[config.mk]
export PLATFORM = sky130hd
export DESIGN_NAME = mem_port_arbiter
export DESIGN_NICKNAME = d
export VERILOG_FILES = /design/src/rtl/mem_port_arbiter_pkg.sv /design/src/rtl/mem_port_arbiter_watchdog.sv /design/src/rtl/mem_port_arbiter.sv
export SDC_FILE = /design/constraint.sdc
export NUM_CORES = 1
export LEC_CHECK = 0
export CORE_MARGIN = 4
export CORE_UTILIZATION = 39
export DETAILED_ROUTE_END_ITERATION = 16
export PLACE_DENSITY = 0.82
export SYNTH_ARGS = -nofsm -noshare
export SYNTH_HDL_FRONTEND = slang
export SYNTH_SLANG_ARGS = --single-unit
[constraint.sdc]
create_clock -name clk -period 2.45 [get_ports clk]
set_input_delay 0.735 -clock clk [delete_from_list [all_inputs] [get_ports clk]]
set_output_delay 0.735 -clock clk [all_outputs]
set_load 0.02 [all_outputs]
[src/rtl/mem_port_arbiter_pkg.sv]
// Shared definitions for the fetch/data memory port arbiter.
package mem_port_arbiter_pkg;

    typedef enum logic [1:0] {
        ARB_IDLE   = 2'd0,
        ARB_BUSY_I = 2'd1,
        ARB_BUSY_D = 2'd2,
        ARB_RESP   = 2'd3
    } arb_state_e;

    localparam logic OWN_I = 1'b0;
    localparam logic OWN_D = 1'b1;

    localparam int DEFAULT_TIMEOUT = 15;

endpackage

[src/rtl/mem_port_arbiter_watchdog.sv]
// Counts BUSY cycles; expired_o flags the TIMEOUT-th cycle so the FSM can abort at its end.
module arb_watchdog
    import mem_port_arbiter_pkg::*;
#(
    parameter int TIMEOUT = DEFAULT_TIMEOUT
) (
    input  logic clk,
    input  logic rst_n,
    input  logic clear_i,
    input  logic enable_i,
    output logic expired_o
);

    localparam int CNT_W = (TIMEOUT < 1) ? 1 : $clog2(TIMEOUT + 1);
    localparam logic [CNT_W-1:0] LAST  = CNT_W'(TIMEOUT - 1);
    localparam logic [CNT_W-1:0] LIMIT = CNT_W'(TIMEOUT);

    logic [CNT_W-1:0] cnt_q;

    // Saturates at TIMEOUT so a late m_ready can never wrap the count.
    always_ff @(posedge clk or negedge rst_n) begin
        if (!rst_n) begin
            cnt_q <= '0;
        end else if (clear_i) begin
            cnt_q <= '0;
        end else if (enable_i && (cnt_q != LIMIT)) begin
            cnt_q <= cnt_q + 1'b1;
        end
    end

    assign expired_o = enable_i && (cnt_q == LAST);

endmodule

[src/rtl/mem_port_arbiter.sv]
// Single-port memory arbiter between IF (instruction fetch) and MEM (load/store) stages.
module mem_port_arbiter
    import mem_port_arbiter_pkg::*;
#(
    parameter int ADDR_W  = 32,
    parameter int DATA_W  = 32,
    parameter int TIMEOUT = DEFAULT_TIMEOUT
) (
    input  logic              clk,
    input  logic              rst_n,
    input  logic              if_req,
    input  logic [ADDR_W-1:0] if_addr,
    output logic [DATA_W-1:0] if_rdata,
    output logic              if_valid,
    output logic              if_stall,
    input  logic              flush,
    input  logic              d_req,
    input  logic              d_we,
    input  logic [ADDR_W-1:0] d_addr,
    input  logic [DATA_W-1:0] d_wdata,
    output logic [DATA_W-1:0] d_rdata,
    output logic              d_valid,
    output logic              mem_stall,
    output logic              m_req,
    output logic              m_we,
    output logic [ADDR_W-1:0] m_addr,
    output logic [DATA_W-1:0] m_wdata,
    input  logic [DATA_W-1:0] m_rdata,
    input  logic              m_ready,
    output logic              err
);

    arb_state_e        state_q;
    logic              owner_q;
    logic              drop_q;
    logic              m_req_q;
    logic              m_we_q;
    logic [ADDR_W-1:0] m_addr_q;
    logic [DATA_W-1:0] m_wdata_q;
    logic [DATA_W-1:0] rdata_q;
    logic              err_q;

    logic busy;
    logic wd_expired;
    logic i_elig;
    logic d_elig;

    assign busy   = (state_q == ARB_BUSY_I) || (state_q == ARB_BUSY_D);
    assign d_elig = d_req && !d_valid;
    assign i_elig = if_req && !if_valid;

    arb_watchdog #(.TIMEOUT(TIMEOUT)) u_watchdog (
        .clk       (clk),
        .rst_n     (rst_n),
        .clear_i   (!busy),
        .enable_i  (busy),
        .expired_o (wd_expired)
    );

    always_ff @(posedge clk or negedge rst_n) begin
        if (!rst_n) begin
            state_q   <= ARB_IDLE;
            owner_q   <= OWN_I;
            drop_q    <= 1'b0;
            m_req_q   <= 1'b0;
            m_we_q    <= 1'b0;
            m_addr_q  <= '0;
            m_wdata_q <= '0;
            rdata_q   <= '0;
            err_q     <= 1'b0;
        end else begin
            err_q <= 1'b0;
            case (state_q)
                ARB_IDLE: begin
                    drop_q <= 1'b0;
                    // The MEM-stage instruction is older, so data has priority.
                    if (d_elig) begin
                        m_we_q    <= d_we;
                        m_addr_q  <= d_addr;
                        m_wdata_q <= d_wdata;
                        owner_q   <= OWN_D;
                        m_req_q   <= 1'b1;
                        state_q   <= ARB_BUSY_D;
                    end else if (i_elig) begin
                        m_we_q    <= 1'b0;
                        m_addr_q  <= if_addr;
                        m_wdata_q <= '0;
                        owner_q   <= OWN_I;
                        m_req_q   <= 1'b1;
                        state_q   <= ARB_BUSY_I;
                    end
                end
                ARB_BUSY_I, ARB_BUSY_D: begin
                    if ((state_q == ARB_BUSY_I) && flush) begin
                        drop_q <= 1'b1;
                    end
                    // A response arriving on the timeout cycle still completes normally.
                    if (m_ready) begin
                        rdata_q <= m_rdata;
                        m_req_q <= 1'b0;
                        state_q <= ARB_RESP;
                    end else if (wd_expired) begin
                        err_q   <= 1'b1;
                        m_req_q <= 1'b0;
                        drop_q  <= 1'b0;
                        state_q <= ARB_IDLE;
                    end
                end
                ARB_RESP: begin
                    drop_q  <= 1'b0;
                    state_q <= ARB_IDLE;
                end
                default: begin
                    state_q <= ARB_IDLE;
                end
            endcase
        end
    end

    // Flush in RESP must kill the fetch pulse in the same cycle, hence the combinational term.
    assign if_valid  = (state_q == ARB_RESP) && (owner_q == OWN_I) && !drop_q && !flush;
    assign d_valid   = (state_q == ARB_RESP) && (owner_q == OWN_D);
    assign if_rdata  = rdata_q;
    assign d_rdata   = rdata_q;
    assign if_stall  = if_req && !if_valid;
    assign mem_stall = d_req && !d_valid;
    assign m_req     = m_req_q;
    assign m_we      = m_we_q;
    assign m_addr    = m_addr_q;
    assign m_wdata   = m_wdata_q;
    assign err       = err_q;

endmodule

==> impl_metrics.xml, run 1 <==
<?xml version="1.0" encoding="UTF-8"?>
<metrics>
  <group name="status">
    <metric name="outcome" unit="">complete, no violations</metric>
  </group>
  <group name="synth">
    <metric name="synthesis.area_per_instance" unit="sq um">14.2</metric>
    <metric name="share_of_the_synthesized_area_in_the_top_cell_type" unit="">0.565</metric>
    <metric name="synthFlopType" unit="">sky130_fd_sc_hd__dfrtp_1</metric>
    <metric name="mux_area_frac" unit="">0.235</metric>
    <metric name="top_logic_kind" unit="">multiplexers</metric>
    <metric name="synth.cellmix.compoundShare" unit="">0.0744</metric>
    <metric name="synth-seq-cells" unit="">107</metric>
    <metric name="synth.top_cells.by_area" unit="">sky130_fd_sc_hd__dfrtp_1 (56%), sky130_fd_sc_hd__mux2_2 (22%), sky130_fd_sc_hd__a22o_1 (6.1%), sky130_fd_sc_hd__buf_4 (5.9%), sky130_fd_sc_hd__ha_1 (1.8%)</metric>
    <metric name="post_synth_instance_area" unit="sq mm">0.00474</metric>
    <metric name="post-synth-top-area-cell" unit="">sky130_fd_sc_hd__dfrtp_1</metric>
    <metric name="synthesis.instances" unit="">333</metric>
    <metric name="postSynthSeqShare" unit="">0.565</metric>
    <metric name="synth.cellmix.adderShare" unit="">0.0185</metric>
    <metric name="synth.yosys.chip_area" unit="sq mm">0.00474</metric>
    <metric name="synth_stat.cells" unit="">333</metric>
    <metric name="xor_area_frac" unit="">0.00185</metric>
  </group>
  <group name="global_route">
    <metric name="wire_length_of_the_first_global_routing_pass" unit="microns">21300</metric>
    <metric name="grt-ovfl-total" unit="">0</metric>
    <metric name="grt_most_used_layer" unit="">met2</metric>
    <metric name="number_of_antenna_violations_at_the_first_check_in_global_routing" unit="">0</metric>
    <metric name="maximum_number_of_pins_on_one_net_before_global_route_repair" unit="">51</metric>
  </group>
  <group name="routing">
    <metric name="antenna_left" unit="">0</metric>
    <metric name="detailedRoute.firstIterationViolations" unit="">79</metric>
    <metric name="routedLengthMet1" unit="microns">4920</metric>
    <metric name="dr.pass1.iters" unit="">4</metric>
    <metric name="route.met3.wl" unit="microns">1090</metric>
    <metric name="wire_per_inst" unit="microns">17.8</metric>
  </group>
  <group name="worst_setup_path">
    <metric name="timing.critical_path.slowest_cell_delay" unit="ns">0.37</metric>
    <metric name="critPathMaxFanout" unit="">3</metric>
    <metric name="worstSetupEndpoint" unit="">if_valid</metric>
    <metric name="cpLargestDelayFamily" unit="">buffers and inverters</metric>
    <metric name="setup_crit_start" unit="">flush</metric>
    <metric name="crit-reg2reg-launch" unit="">state_q[0]</metric>
    <metric name="critical-path-slowest-cell" unit="">sky130_fd_sc_hd__dlygate4sd2_1</metric>
    <metric name="r2r_slack" unit="ns">0.28</metric>
    <metric name="ordered_list_of_cells_on_the_worst_path" unit="">dlygate4sd2_1 &gt; nor4b_4 &gt; dlygate4sd2_1</metric>
    <metric name="worst_path_most_repeated_cell" unit="">sky130_fd_sc_hd__dlygate4sd2_1</metric>
    <metric name="cp_num_cells" unit="">3</metric>
    <metric name="crit_required" unit="ns">1.71</metric>
    <metric name="reg2reg_depth" unit="">7</metric>
    <metric name="r2r-end" unit="">m_addr[25]</metric>
  </group>
  <group name="layout">
    <metric name="logic_area" unit="sq mm">0.00170</metric>
    <metric name="final.signal_buffer_count" unit="">286</metric>
    <metric name="register_area" unit="sq mm">0.00268</metric>
    <metric name="finalNonFillerCells" unit="">732</metric>
    <metric name="drive_gt1_frac" unit="">0.221</metric>
    <metric name="largest_cell_class" unit="">non-clock buffers</metric>
    <metric name="antenna_cells" unit="">0</metric>
    <metric name="nonClkBufAreaFrac" unit="">0.369</metric>
    <metric name="layout.cells.most_common_list" unit="">sky130_fd_sc_hd__clkdlybuf4s50_1 (263), sky130_fd_sc_hd__dfrtp_1 (107), sky130_fd_sc_hd__mux2_2 (91)</metric>
    <metric name="non_clock_inverter_count" unit="">7</metric>
  </group>
  <group name="final_timing">
    <metric name="final_max_slew_violation_tally" unit="">0</metric>
    <metric name="worst_slew_margin_rel" unit="">0.666</metric>
    <metric name="max_freq" unit="GHz">0.415</metric>
    <metric name="rsz0062_at_grt" unit="">no</metric>
    <metric name="fin_skew" unit="ns">0.00721</metric>
    <metric name="finalHoldViolations" unit="">0</metric>
    <metric name="final-setup-viol-count" unit="">0</metric>
    <metric name="finalSetupTns" unit="ns">0</metric>
  </group>
  <group name="placement">
    <metric name="io_buffers" unit="">269</metric>
    <metric name="globalplace.congestion" unit="">0.772</metric>
    <metric name="placed_cells" unit="">716</metric>
    <metric name="placedInstanceArea" unit="sq mm">0.00745</metric>
  </group>
  <group name="power">
    <metric name="internal_power" unit="mW">6.53</metric>
    <metric name="seq_cell_power" unit="mW">3.16</metric>
    <metric name="power.combinational.fraction" unit="">0.557</metric>
    <metric name="top_power_group" unit="">combinational cells</metric>
  </group>
  <group name="job">
    <metric name="openroad.warnings" unit="">31</metric>
    <metric name="max_cap_viol_count" unit="">0</metric>
  </group>
  <group name="min_path">
    <metric name="hp-class" unit="">primary input to async pin</metric>
  </group>
  <group name="clock_tree">
    <metric name="post_cts_buffers" unit="">1</metric>
    <metric name="cts_hold_repair.buffers" unit="">0</metric>
    <metric name="htreeDepth" unit="">3</metric>
    <metric name="cts_resized" unit="">8</metric>
    <metric name="path_clk_slew" unit="ns">0.07</metric>
    <metric name="clkSinkCount" unit="">107</metric>
  </group>
  <group name="die">
    <metric name="die-area" unit="sq mm">0.0140</metric>
    <metric name="coreArea" unit="sq mm">0.0120</metric>
    <metric name="pin_count" unit="">270</metric>
    <metric name="floorplan.die.width" unit="microns">118</metric>
    <metric name="tapcell.inserted" unit="">147</metric>
    <metric name="die.size.y" unit="microns">118</metric>
  </group>
</metrics>
Figure 1. Placed cells, one color a class (run 1).
The bar under the picture is 20 microns long.
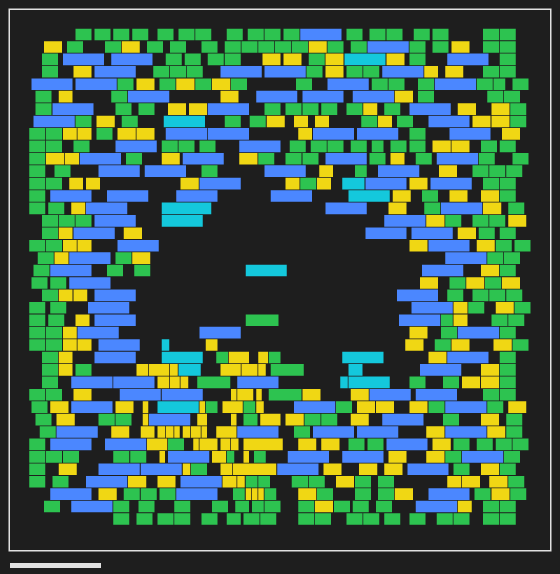
legend:
  blue:
    class: sequential cells
    cells: 107
  cyan:
    class: clock drivers and dummy loads
    cells: 15
  green:
    class: remaining buffers and delay cells
    cells: 286
  yellow:
    class: combinational and other logic
    cells: 177
post-layout utilization of the core: 0.648
register fraction of the total cell area: 0.345
final standard cell area without fillers: 0.00775 sq mm

Figure 2. Clock network drawn from the DEF (run 1).
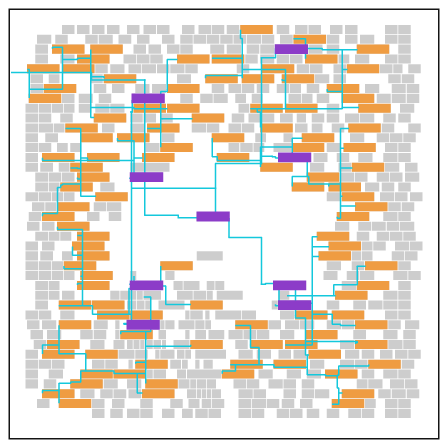
legend:
  orange:
    item: flip-flops
    count: 107
  purple:
    item: clock drivers
    count: 9
  cyan:
    item: clock wires
    length: 1200 microns
routed clock nets: 10
Clock Power: 1.45 mW
Clk network pwr share: 0.139

Figure 3. Met1 routing (run 1).
Supply wires on this layer in gray. Cells faint in the background.
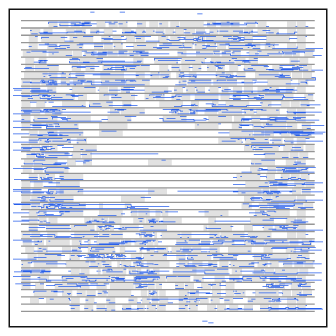
share of all routed wire: 38%
longest straight run: 34.0 microns
total wire length after detailed routing: 13000 microns
total via count in the routed design: 3571
met1 Track Usage GR: 0.208

==> run 2, diff against run 1 <==
Settings changed: CORE_ASPECT_RATIO set to 1.2.
Figure 4. Drive-strength map (run 2).
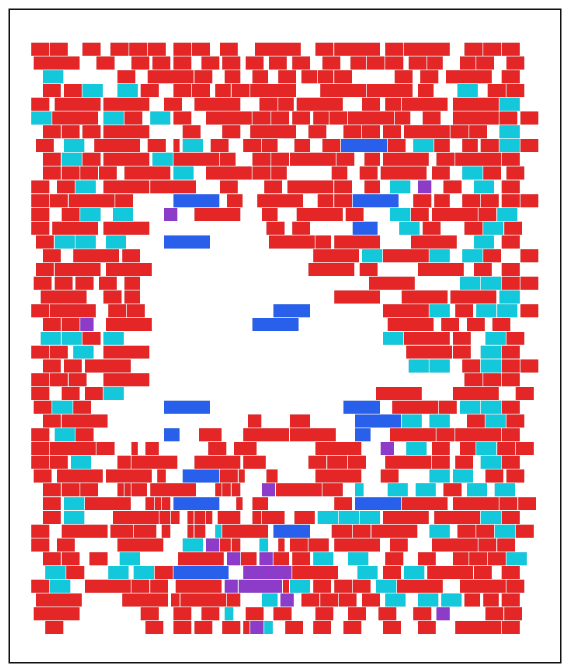
legend:
  blue:
    size: _6 and larger
    cells: 17
  cyan:
    size: _2 cells
    cells: 97
  purple:
    size: _3 and _4 cells
    cells: 14
  red:
    size: _0 and _1 cells
    cells: 455
growth of design area from synthesis to finish: 63.1%
final standard cell area without fillers: 0.00773 sq mm
number of non-clock buffers in the layout: 283
worst setup slack after layout: 0.134 ns

Figure 5. The clock network (run 2).
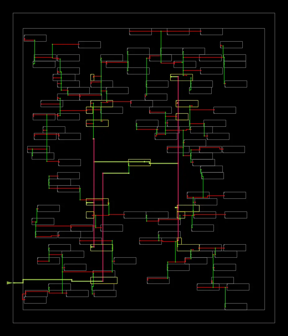
number of clock sinks seen by CTS: 107
Num CTS Buffers: 9
flip-flop and latch count: 107
clock latency of the later-clocked register in the worst-skew pair: 0.33 ns
clock buffer instance count of the final layout: 11

Figure 6. Placed cells, one color a class (run 2).
The bar under the picture is 20 microns long.
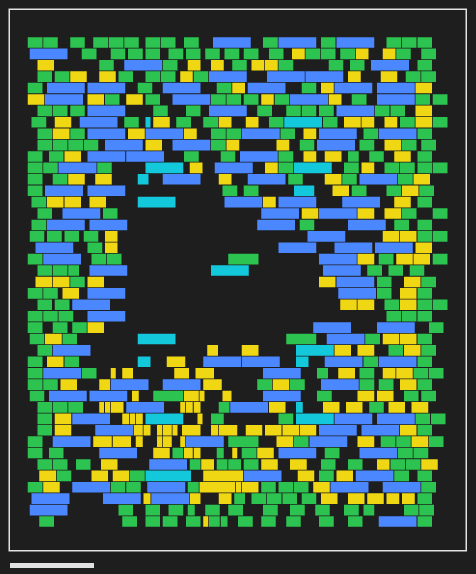
legend:
  yellow:
    class: combinational and other logic
    cells: 177
  green:
    class: remaining buffers and delay cells
    cells: 283
  blue:
    class: sequential cells
    cells: 107
  cyan:
    class: clock drivers and dummy loads
    cells: 16
register fraction of the total cell area: 0.346
post-layout utilization of the core: 0.659

==> impl_metrics.xml, run 2 <==
<?xml version="1.0" encoding="UTF-8"?>
<metrics>
  <group name="worst_setup_path">
    <metric name="worstSetupEndpoint" unit="">if_stall</metric>
    <metric name="ordered_list_of_cells_on_the_worst_path" unit="">dlygate4sd2_1 &gt; nor4b_4 &gt; nor2b_2 &gt; buf_2</metric>
    <metric name="end_kind" unit="">primary output</metric>
    <metric name="critical-path-slowest-cell" unit="">sky130_fd_sc_hd__nor4b_4</metric>
    <metric name="timing.critical_path.slowest_cell_delay" unit="ns">0.32</metric>
    <metric name="crit-reg2reg-launch" unit="">state_q[0]</metric>
    <metric name="r2r_slack" unit="ns">0.25</metric>
    <metric name="critPathBufInv" unit="">2</metric>
    <metric name="critPathMaxFanout" unit="">3</metric>
    <metric name="cpLargestDelayFamily" unit="">buffers and inverters</metric>
    <metric name="worst_setup_path_start_kind" unit="">primary input</metric>
    <metric name="crit_required" unit="ns">1.71</metric>
    <metric name="worstPathArrival" unit="ns">1.58</metric>
    <metric name="reg2reg_depth" unit="">8</metric>
    <metric name="cp_num_cells" unit="">4</metric>
    <metric name="r2r-end" unit="">m_req</metric>
    <metric name="setup_crit_start" unit="">flush</metric>
  </group>
  <group name="routing">
    <metric name="route.met3.wl" unit="microns">1340</metric>
    <metric name="drcViolationCount" unit="">0</metric>
    <metric name="routed_wirelength" unit="microns">13600</metric>
    <metric name="detailedRoute.firstIterationViolations" unit="">97</metric>
    <metric name="dr_total_vias" unit="">3568</metric>
    <metric name="met2WireLength" unit="microns">7010</metric>
    <metric name="dr.pass1.iters" unit="">4</metric>
    <metric name="wire_per_inst" unit="microns">18.3</metric>
    <metric name="dr.max_layer_used" unit="">met4</metric>
    <metric name="routedLengthMet1" unit="microns">4840</metric>
    <metric name="antenna_left" unit="">0</metric>
  </group>
  <group name="synth">
    <metric name="synthesis.instances" unit="">333</metric>
    <metric name="synth.cellmix.compoundShare" unit="">0.0744</metric>
    <metric name="top_logic_kind" unit="">multiplexers</metric>
    <metric name="xor_area_frac" unit="">0.00185</metric>
    <metric name="mux_area_frac" unit="">0.235</metric>
    <metric name="synth_top_cell_by_count" unit="">sky130_fd_sc_hd__dfrtp_1</metric>
    <metric name="synth.net_count" unit="">475</metric>
    <metric name="synth.top_cells.by_area" unit="">sky130_fd_sc_hd__dfrtp_1 (56%), sky130_fd_sc_hd__mux2_2 (22%), sky130_fd_sc_hd__a22o_1 (6.1%), sky130_fd_sc_hd__buf_4 (5.9%), sky130_fd_sc_hd__ha_1 (1.8%)</metric>
    <metric name="synthTopCellsByCount" unit="">sky130_fd_sc_hd__dfrtp_1 (107), sky130_fd_sc_hd__mux2_2 (91), sky130_fd_sc_hd__buf_4 (37), sky130_fd_sc_hd__a22o_1 (33), sky130_fd_sc_hd__ha_1 (7)</metric>
    <metric name="postSynthSeqShare" unit="">0.565</metric>
    <metric name="edff_count_synth" unit="">0</metric>
    <metric name="post_synth_instance_area" unit="sq mm">0.00474</metric>
    <metric name="post-synth-top-area-cell" unit="">sky130_fd_sc_hd__dfrtp_1</metric>
    <metric name="synthesis.area_per_instance" unit="sq um">14.2</metric>
    <metric name="synthFlopType" unit="">sky130_fd_sc_hd__dfrtp_1</metric>
    <metric name="share_of_the_synthesized_area_in_the_top_cell_type" unit="">0.565</metric>
    <metric name="yosys_simple_share" unit="">0.0274</metric>
    <metric name="synth.yosys.chip_area" unit="sq mm">0.00474</metric>
    <metric name="async_flop_share" unit="">1.00</metric>
    <metric name="synth-seq-cells" unit="">107</metric>
    <metric name="synth_stat.cells" unit="">333</metric>
    <metric name="yosys_warnings" unit="">0</metric>
    <metric name="synth.cellmix.adderShare" unit="">0.0185</metric>
    <metric name="synth_cell_type_count" unit="">32</metric>
  </group>
  <group name="clock_tree">
    <metric name="post_cts_buffers" unit="">0</metric>
    <metric name="cts_hold_repair.buffers" unit="">0</metric>
    <metric name="clock_tree.root_cell" unit="">sky130_fd_sc_hd__clkbuf_16</metric>
    <metric name="path_clk_slew" unit="ns">0.07</metric>
    <metric name="htreeDepth" unit="">3</metric>
    <metric name="tritoncts_clock_tree" unit="">done</metric>
    <metric name="cts_resized" unit="">8</metric>
  </group>
  <group name="layout">
    <metric name="register_area" unit="sq mm">0.00268</metric>
    <metric name="multi_input_comb_cells" unit="">170</metric>
    <metric name="largest_cell_class" unit="">non-clock buffers</metric>
    <metric name="area_share_clock_buf_inv" unit="">0.0392</metric>
    <metric name="antenna_cells" unit="">0</metric>
    <metric name="layout.cells.most_common_list" unit="">sky130_fd_sc_hd__clkdlybuf4s50_1 (263), sky130_fd_sc_hd__dfrtp_1 (107), sky130_fd_sc_hd__mux2_2 (91)</metric>
    <metric name="layout_top_cell" unit="">sky130_fd_sc_hd__clkdlybuf4s50_1</metric>
    <metric name="nonClkBufAreaFrac" unit="">0.366</metric>
    <metric name="drive_gt1_frac" unit="">0.220</metric>
    <metric name="logic_area" unit="sq mm">0.00170</metric>
    <metric name="finalNonFillerCells" unit="">740</metric>
    <metric name="comb_area_frac" unit="">0.220</metric>
    <metric name="non_clock_inverter_count" unit="">7</metric>
    <metric name="fill_cell_count" unit="">899</metric>
    <metric name="nNetsFinal" unit="">720</metric>
  </group>
  <group name="final_timing">
    <metric name="final_max_slew_violation_tally" unit="">0</metric>
    <metric name="tightest_pin_transition" unit="ns">0.429</metric>
    <metric name="hold_ws" unit="ns">0.333</metric>
    <metric name="fin_skew" unit="ns">0.00492</metric>
    <metric name="finalSetupTns" unit="ns">0</metric>
    <metric name="rsz0062_at_grt" unit="">no</metric>
    <metric name="post-route-min-period" unit="ns">2.32</metric>
    <metric name="fin_crit_sh" unit="">0.945</metric>
    <metric name="final-setup-viol-count" unit="">0</metric>
    <metric name="finalHoldViolations" unit="">0</metric>
    <metric name="worst_slew_margin_rel" unit="">0.714</metric>
    <metric name="max_freq" unit="GHz">0.432</metric>
  </group>
  <group name="placement">
    <metric name="preCtsSetupSlack" unit="ns">-0.445</metric>
    <metric name="placedInstanceArea" unit="sq mm">0.00745</metric>
    <metric name="io_buffers" unit="">269</metric>
    <metric name="globalplace.congestion" unit="">0.798</metric>
    <metric name="placed_cells" unit="">724</metric>
    <metric name="hpwlAfterDp" unit="microns">10600</metric>
  </group>
  <group name="global_route">
    <metric name="maximum_number_of_pins_on_one_net_before_global_route_repair" unit="">62</metric>
    <metric name="grt-ovfl-total" unit="">0</metric>
    <metric name="number_of_antenna_violations_at_the_first_check_in_global_routing" unit="">0</metric>
    <metric name="grt_most_used_layer" unit="">met2</metric>
    <metric name="grt_use_met3" unit="">0.0527</metric>
    <metric name="wire_length_of_the_first_global_routing_pass" unit="microns">20900</metric>
    <metric name="globalRouteMet2Util" unit="">0.351</metric>
    <metric name="combined_global_route_utilization_of_all_metal_layers" unit="">0.191</metric>
    <metric name="grt_use_met1" unit="">0.205</metric>
  </group>
  <group name="die">
    <metric name="initCoreUtil" unit="">0.404</metric>
    <metric name="pin_count" unit="">270</metric>
    <metric name="tapcell.inserted" unit="">157</metric>
    <metric name="die-area" unit="sq mm">0.0140</metric>
    <metric name="coreArea" unit="sq mm">0.0117</metric>
    <metric name="floorplan.die.width" unit="microns">109</metric>
    <metric name="placementRows" unit="">43</metric>
    <metric name="die.size.y" unit="microns">129</metric>
  </group>
  <group name="power">
    <metric name="vdd.ir_drop.worst" unit="mV">0.921</metric>
    <metric name="total_power" unit="mW">10.4</metric>
    <metric name="power.share.switching" unit="">0.377</metric>
    <metric name="seq_cell_power" unit="mW">3.16</metric>
    <metric name="cellLeakagePower" unit="nW">3.28</metric>
    <metric name="total_power_density_per_cell_area" unit="mW/mm^2">1350</metric>
    <metric name="power.combinational.fraction" unit="">0.557</metric>
    <metric name="clock_net_power" unit="mW">1.46</metric>
    <metric name="share_clk_of_total_power" unit="">0.140</metric>
    <metric name="seq_power_share" unit="">0.303</metric>
    <metric name="top_power_group" unit="">combinational cells</metric>
    <metric name="internal_power" unit="mW">6.49</metric>
    <metric name="comb_cell_power" unit="mW">5.80</metric>
  </group>
  <group name="job">
    <metric name="openroad.warnings" unit="">31</metric>
    <metric name="max_cap_viol_count" unit="">0</metric>
  </group>
  <group name="status">
    <metric name="outcome" unit="">complete, no violations</metric>
  </group>
  <group name="min_path">
    <metric name="hp-class" unit="">primary input to async pin</metric>
  </group>
</metrics>
Power is estimated from default activity; no workload was simulated.
